### config.mk
export PLATFORM = sky130hd
export DESIGN_NAME = seq_restoring_divider_flat
export DESIGN_NICKNAME = d
export VERILOG_FILES = /design/src/rtl/seq_restoring_divider_pkg.sv /design/src/rtl/seq_restoring_divider_if.sv /design/src/rtl/seq_restoring_divider_div_step.sv /design/src/rtl/seq_restoring_divider.sv /design/src/flat_wrapper.sv
export SDC_FILE = /design/constraint.sdc
export NUM_CORES = 1
export LEC_CHECK = 0
export CORE_ASPECT_RATIO = 0.9
export CORE_UTILIZATION = 43
export CTS_CLUSTER_DIAMETER = 80
export DETAILED_ROUTE_END_ITERATION = 7
export PLACE_DENSITY = 0.77
export SYNTH_ARGS = -nofsm -noshare
export SYNTH_HDL_FRONTEND = slang
export SYNTH_SLANG_ARGS = --single-unit
### constraint.sdc
create_clock -name clock -period 5.4 [get_ports clock]
set_input_delay 0.54 -clock clock [delete_from_list [all_inputs] [get_ports clock]]
set_output_delay 0.54 -clock clock [all_outputs]
set_load 0.01 [all_outputs]
### src/rtl/seq_restoring_divider_pkg.sv
// Shared types and defaults for the sequential restoring divider.
package seq_restoring_divider_pkg;

  // Default divisor/remainder width; dividend and quotient are twice this.
  localparam int unsigned DefaultN = 5;

  typedef enum logic [1:0] {
    StIdle = 2'd0,
    StRun  = 2'd1,
    StDone = 2'd2
  } div_state_e;

endpackage

### src/rtl/seq_restoring_divider_if.sv
// Start/busy/done handshake and operand/result bus for the divider.
interface seq_restoring_divider_if #(
  parameter int unsigned N = 5
) ();

  logic           start;
  logic [2*N-1:0] dividend;
  logic [N-1:0]   divisor;
  logic [2*N-1:0] quotient;
  logic [N-1:0]   remainder;
  logic           busy;
  logic           done;
  logic           div_by_zero;

  modport master (
    output start, dividend, divisor,
    input  quotient, remainder, busy, done, div_by_zero
  );

  modport slave (
    input  start, dividend, divisor,
    output quotient, remainder, busy, done, div_by_zero
  );

endinterface

### src/rtl/seq_restoring_divider_div_step.sv
// One restoring-division stage: shift in the next dividend bit, subtract if it fits.
module seq_restoring_divider_div_step #(
  parameter int unsigned N = 5
) (
  input  logic [N-1:0] rem_i,
  input  logic         dvd_msb_i,
  input  logic [N-1:0] divisor_i,
  output logic [N-1:0] rem_next_o,
  output logic         qbit_o
);

  logic [N:0]   p;
  logic [N-1:0] diff;

  // Conditional subtract; the difference always fits in N bits when taken since it is < divisor.
  always_comb begin
    p          = {rem_i, dvd_msb_i};
    diff       = p[N-1:0] - divisor_i;
    qbit_o     = (p >= {1'b0, divisor_i});
    rem_next_o = qbit_o ? diff : p[N-1:0];
  end

endmodule

### src/rtl/seq_restoring_divider.sv
// Sequential unsigned restoring divider: 2N-bit dividend / N-bit divisor, one quotient bit
// per clock, with a start/busy/done handshake.
module seq_restoring_divider
  import seq_restoring_divider_pkg::*;
#(
  parameter int unsigned N = DefaultN
) (
  input logic                   clock,
  input logic                   reset,
  seq_restoring_divider_if.slave bus
);

  localparam int unsigned CntW = $clog2(2 * N);
  localparam logic [CntW-1:0] LastCnt = CntW'(2 * N - 1);

  div_state_e     st_q, st_d;
  logic [2*N-1:0] dvd_q, dvd_d;    // dividend shifts out MSB-first, quotient shifts in at LSB
  logic [N-1:0]   dsr_q, dsr_d;
  logic [N-1:0]   rem_q, rem_d;
  logic [CntW-1:0] cnt_q, cnt_d;
  logic [2*N-1:0] quot_q, quot_d;
  logic [N-1:0]   remo_q, remo_d;
  logic           busy_q, busy_d;
  logic           done_q, done_d;
  logic           dbz_q, dbz_d;

  logic [N-1:0]   step_rem;
  logic           step_qbit;

  seq_restoring_divider_div_step #(
    .N (N)
  ) u_div_step (
    .rem_i      (rem_q),
    .dvd_msb_i  (dvd_q[2*N-1]),
    .divisor_i  (dsr_q),
    .rem_next_o (step_rem),
    .qbit_o     (step_qbit)
  );

  // Next-state logic for FSM, datapath and registered outputs.
  always_comb begin
    st_d   = st_q;
    dvd_d  = dvd_q;
    dsr_d  = dsr_q;
    rem_d  = rem_q;
    cnt_d  = cnt_q;
    quot_d = quot_q;
    remo_d = remo_q;
    busy_d = busy_q;
    done_d = done_q;
    dbz_d  = dbz_q;
    unique case (st_q)
      StIdle: begin
        if (bus.start) begin
          dvd_d = bus.dividend;
          dsr_d = bus.divisor;
          rem_d = '0;
          cnt_d = '0;
          dbz_d = 1'b0;
          if (bus.divisor == '0) begin
            st_d   = StDone;
            quot_d = '1;
            remo_d = '0;
            dbz_d  = 1'b1;
            done_d = 1'b1;
          end else begin
            st_d   = StRun;
            busy_d = 1'b1;
          end
        end
      end
      StRun: begin
        rem_d = step_rem;
        dvd_d = {dvd_q[2*N-2:0], step_qbit};
        cnt_d = cnt_q + CntW'(1);
        if (cnt_q == LastCnt) begin
          st_d   = StDone;
          quot_d = {dvd_q[2*N-2:0], step_qbit};
          remo_d = step_rem;
          busy_d = 1'b0;
          done_d = 1'b1;
        end
      end
      StDone: begin
        st_d   = StIdle;
        done_d = 1'b0;
      end
      default: begin
        st_d   = StIdle;
        busy_d = 1'b0;
        done_d = 1'b0;
      end
    endcase
  end

  // State registers with synchronous reset; reset dominates start.
  always_ff @(posedge clock) begin
    if (reset) begin
      st_q   <= StIdle;
      dvd_q  <= '0;
      dsr_q  <= '0;
      rem_q  <= '0;
      cnt_q  <= '0;
      quot_q <= '0;
      remo_q <= '0;
      busy_q <= 1'b0;
      done_q <= 1'b0;
      dbz_q  <= 1'b0;
    end else begin
      st_q   <= st_d;
      dvd_q  <= dvd_d;
      dsr_q  <= dsr_d;
      rem_q  <= rem_d;
      cnt_q  <= cnt_d;
      quot_q <= quot_d;
      remo_q <= remo_d;
      busy_q <= busy_d;
      done_q <= done_d;
      dbz_q  <= dbz_d;
    end
  end

  assign bus.quotient    = quot_q;
  assign bus.remainder   = remo_q;
  assign bus.busy        = busy_q;
  assign bus.done        = done_q;
  assign bus.div_by_zero = dbz_q;

endmodule

### src/flat_wrapper.sv
// flat-port wrapper written by rule: the top's interface ports become plain ports
module seq_restoring_divider_flat import seq_restoring_divider_pkg::*;
#(
  parameter int unsigned N = DefaultN
)
  (clock, reset, bus_start, bus_dividend, bus_divisor, bus_quotient, bus_remainder, bus_busy, bus_done, bus_div_by_zero);
  seq_restoring_divider_if #(.N(N)) bus_i ();
  input logic clock;
  input logic reset;
  input wire logic [$bits(bus_i.start)-1:0] bus_start;
  input wire logic [$bits(bus_i.dividend)-1:0] bus_dividend;
  input wire logic [$bits(bus_i.divisor)-1:0] bus_divisor;
  output wire logic [$bits(bus_i.quotient)-1:0] bus_quotient;
  output wire logic [$bits(bus_i.remainder)-1:0] bus_remainder;
  output wire logic [$bits(bus_i.busy)-1:0] bus_busy;
  output wire logic [$bits(bus_i.done)-1:0] bus_done;
  output wire logic [$bits(bus_i.div_by_zero)-1:0] bus_div_by_zero;
  assign bus_i.start = bus_start;
  assign bus_i.dividend = bus_dividend;
  assign bus_i.divisor = bus_divisor;
  assign bus_quotient = bus_i.quotient;
  assign bus_remainder = bus_i.remainder;
  assign bus_busy = bus_i.busy;
  assign bus_done = bus_i.done;
  assign bus_div_by_zero = bus_i.div_by_zero;
  seq_restoring_divider #(.N(N)) u_core (.clock(clock), .reset(reset), .bus(bus_i));
endmodule
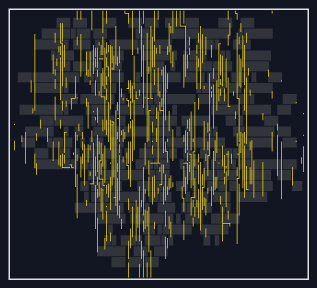
Fig. 1. The metal 2 layer.
Scale: 4 px per um.
- share of all routed wire: 45%
- main direction: vertical
detailed-route wire length: 4.17 mm
via count: 1729
GR Util met2: 29.8%

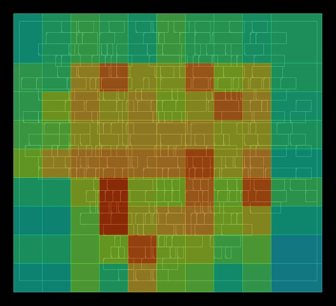
Fig. 2. Track usage over the die.
busiest layer in global routing: met2
met3 Use GR: 4.08%

==> results.toml <==
# synthesis and place-and-route metrics
[grt]
grt_pass1_vias = 1551
gr-usage-all-layers_pct = 18.4

[clock_tree]
post_cts.repair.setup_buffers = 0
numCtsBuffers = 5
cts-root-buf = "clkbuf_8"
htreeDepth = 2
clockBufferDepth = 2

[floorplan]
die_area_um2 = 4990
rows = 23
die_x_um = 74.4
coreArea_um2 = 4490
nWellTaps = 62

[setup_path]
cp_max_fo = 25
r2r-end = "u_core.bus.remainder[3]$_SDFFE_PP0P_"
crit_family = "simple AND/OR/NAND/NOR gates"
worst-r2r-cell-count = 8
required_ns = 5.60
crit_path_top_delay_cell = "or4_4"
reg2reg_slack_ns = 3.25
arrival_ns = 2.41

[routing]
met3_length_um = 160
initialDrtViolationCount = 121
routed.top_layer = "met4"
routed_via_density = 5.27
drc = 0
wl_met1_mm = 2.05

[pwr]
p_clk_share_pct = 30.1
maxPowerGroup = "sequential cells"
intPower_mw = 0.582
max-vdd-ir-drop_uv = 161
p_sw_share_pct = 29.7

[final_timing]
fin_hold_ws_ns = 0.458
worst_pin_slew_ns = 0.905
timing.fmax_mhz = 453
setup_viol = 0
layout_min_cycle_time_ns = 2.21
slew_headroom_pct = 39.6
rsz0062_at_grt = "no"

[cells_and_area]
sh_seq_area_pct = 35.3
n_all_inverters = 10
layout.cells.non_filler = 328
drive_above_1_share_pct = 9.02
utilization_pct = 55.6
area_growth_pct = 23.2
n_clock_buffer = 6

[placement]
place.gp.congestion = 0.886
io_buffers = 35
dp_hpwl_mm = 2.84

[min_path]
hold_path_depth = 2
hold_class = "flop to flop"
hold_end = "u_core.dsr_q[2]$_SDFFE_PP0P_"

[yosys]
ys_cells = 236
edf_count = 0
synthTopCellsByCount = "44 x dfxtp_1, 38 x nand2_1, 34 x nor2_1"
synth_cells = 236
synth_chip_area_um2 = 2030
synth-main-ff-cell = "dfxtp_1"
top_cells_by_area = "dfxtp_1 43%, nand2_1 7.0%, nor2_1 6.3%"
top_area_share_pct = 43.5
synth_flop_count = 44
fp_nets = 262

[flow_run]
tool_warnings = 27

[status]
status = "complete, no violations"
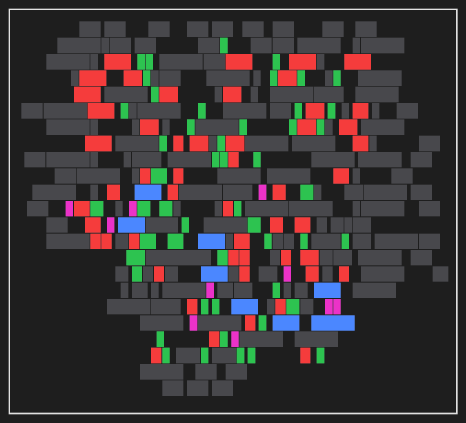
Fig. 3. Selected gate families.
Scale: 6 px per um.
- magenta: inv cells (cells 10)
- blue: fa/ha/maj cells (cells 8)
- green: nand cells (cells 50)
- red: aoi and oai cells (cells 51)

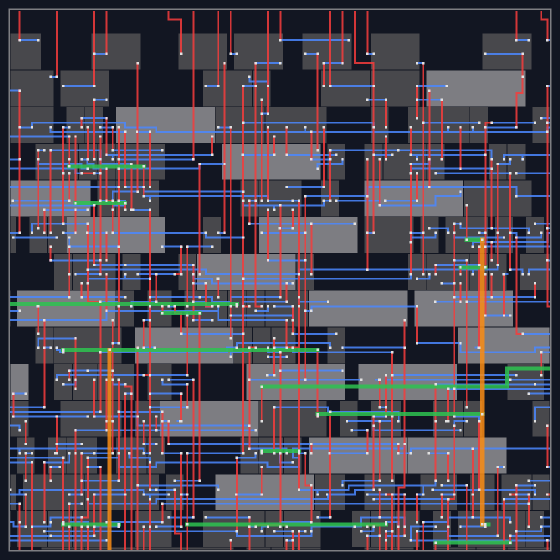
Fig. 4. Layout detail.
Window x 17 to 57, y 27 to 67 um. Cells in gray, sequential cells in the stronger gray; small squares are vias.
- green: metal 3
- blue: metal 1
- red: metal 2
- orange: metal 4
- netlist names of flops here include: u_core.dvd_q (9), u_core.rem_q (3), u_core.bus.quotient (2)
- cells with their middle in the window: 129
- sequential cells in the window: 19
- most frequent: nand2_1 (27), nor2_1 (19), dfxtp_1 (19)

state kept, by name (all words and copies together), names as in the netlist:
name,count
u_core.bus.quotient,10
u_core.bus.busy,1
u_core.bus.remainder,5
u_core.dvd_q,10
u_core.bus.div_by_zero,1
u_core.cnt_q,4
u_core.st_q,2
u_core.dsr_q,5
u_core.rem_q,5
u_core.bus.done,1
logic make-up after synthesis:
logic type,share of synthesized area (%)
AOI/OAI and AO/OA,23.3
xor gates and xnor gates,0.432
adders and majority gates,5.31
buffers and inverters,5.44
DFF,43.5
and+or+nand+nor,22.0
tightest hold or removal path: cells and delay by family, from the launching register on:
kind / cells / cell delay, ns
compound gates: 1 / 0.05
flops: 1 / 0.31
simple gates: 1 / 0.05
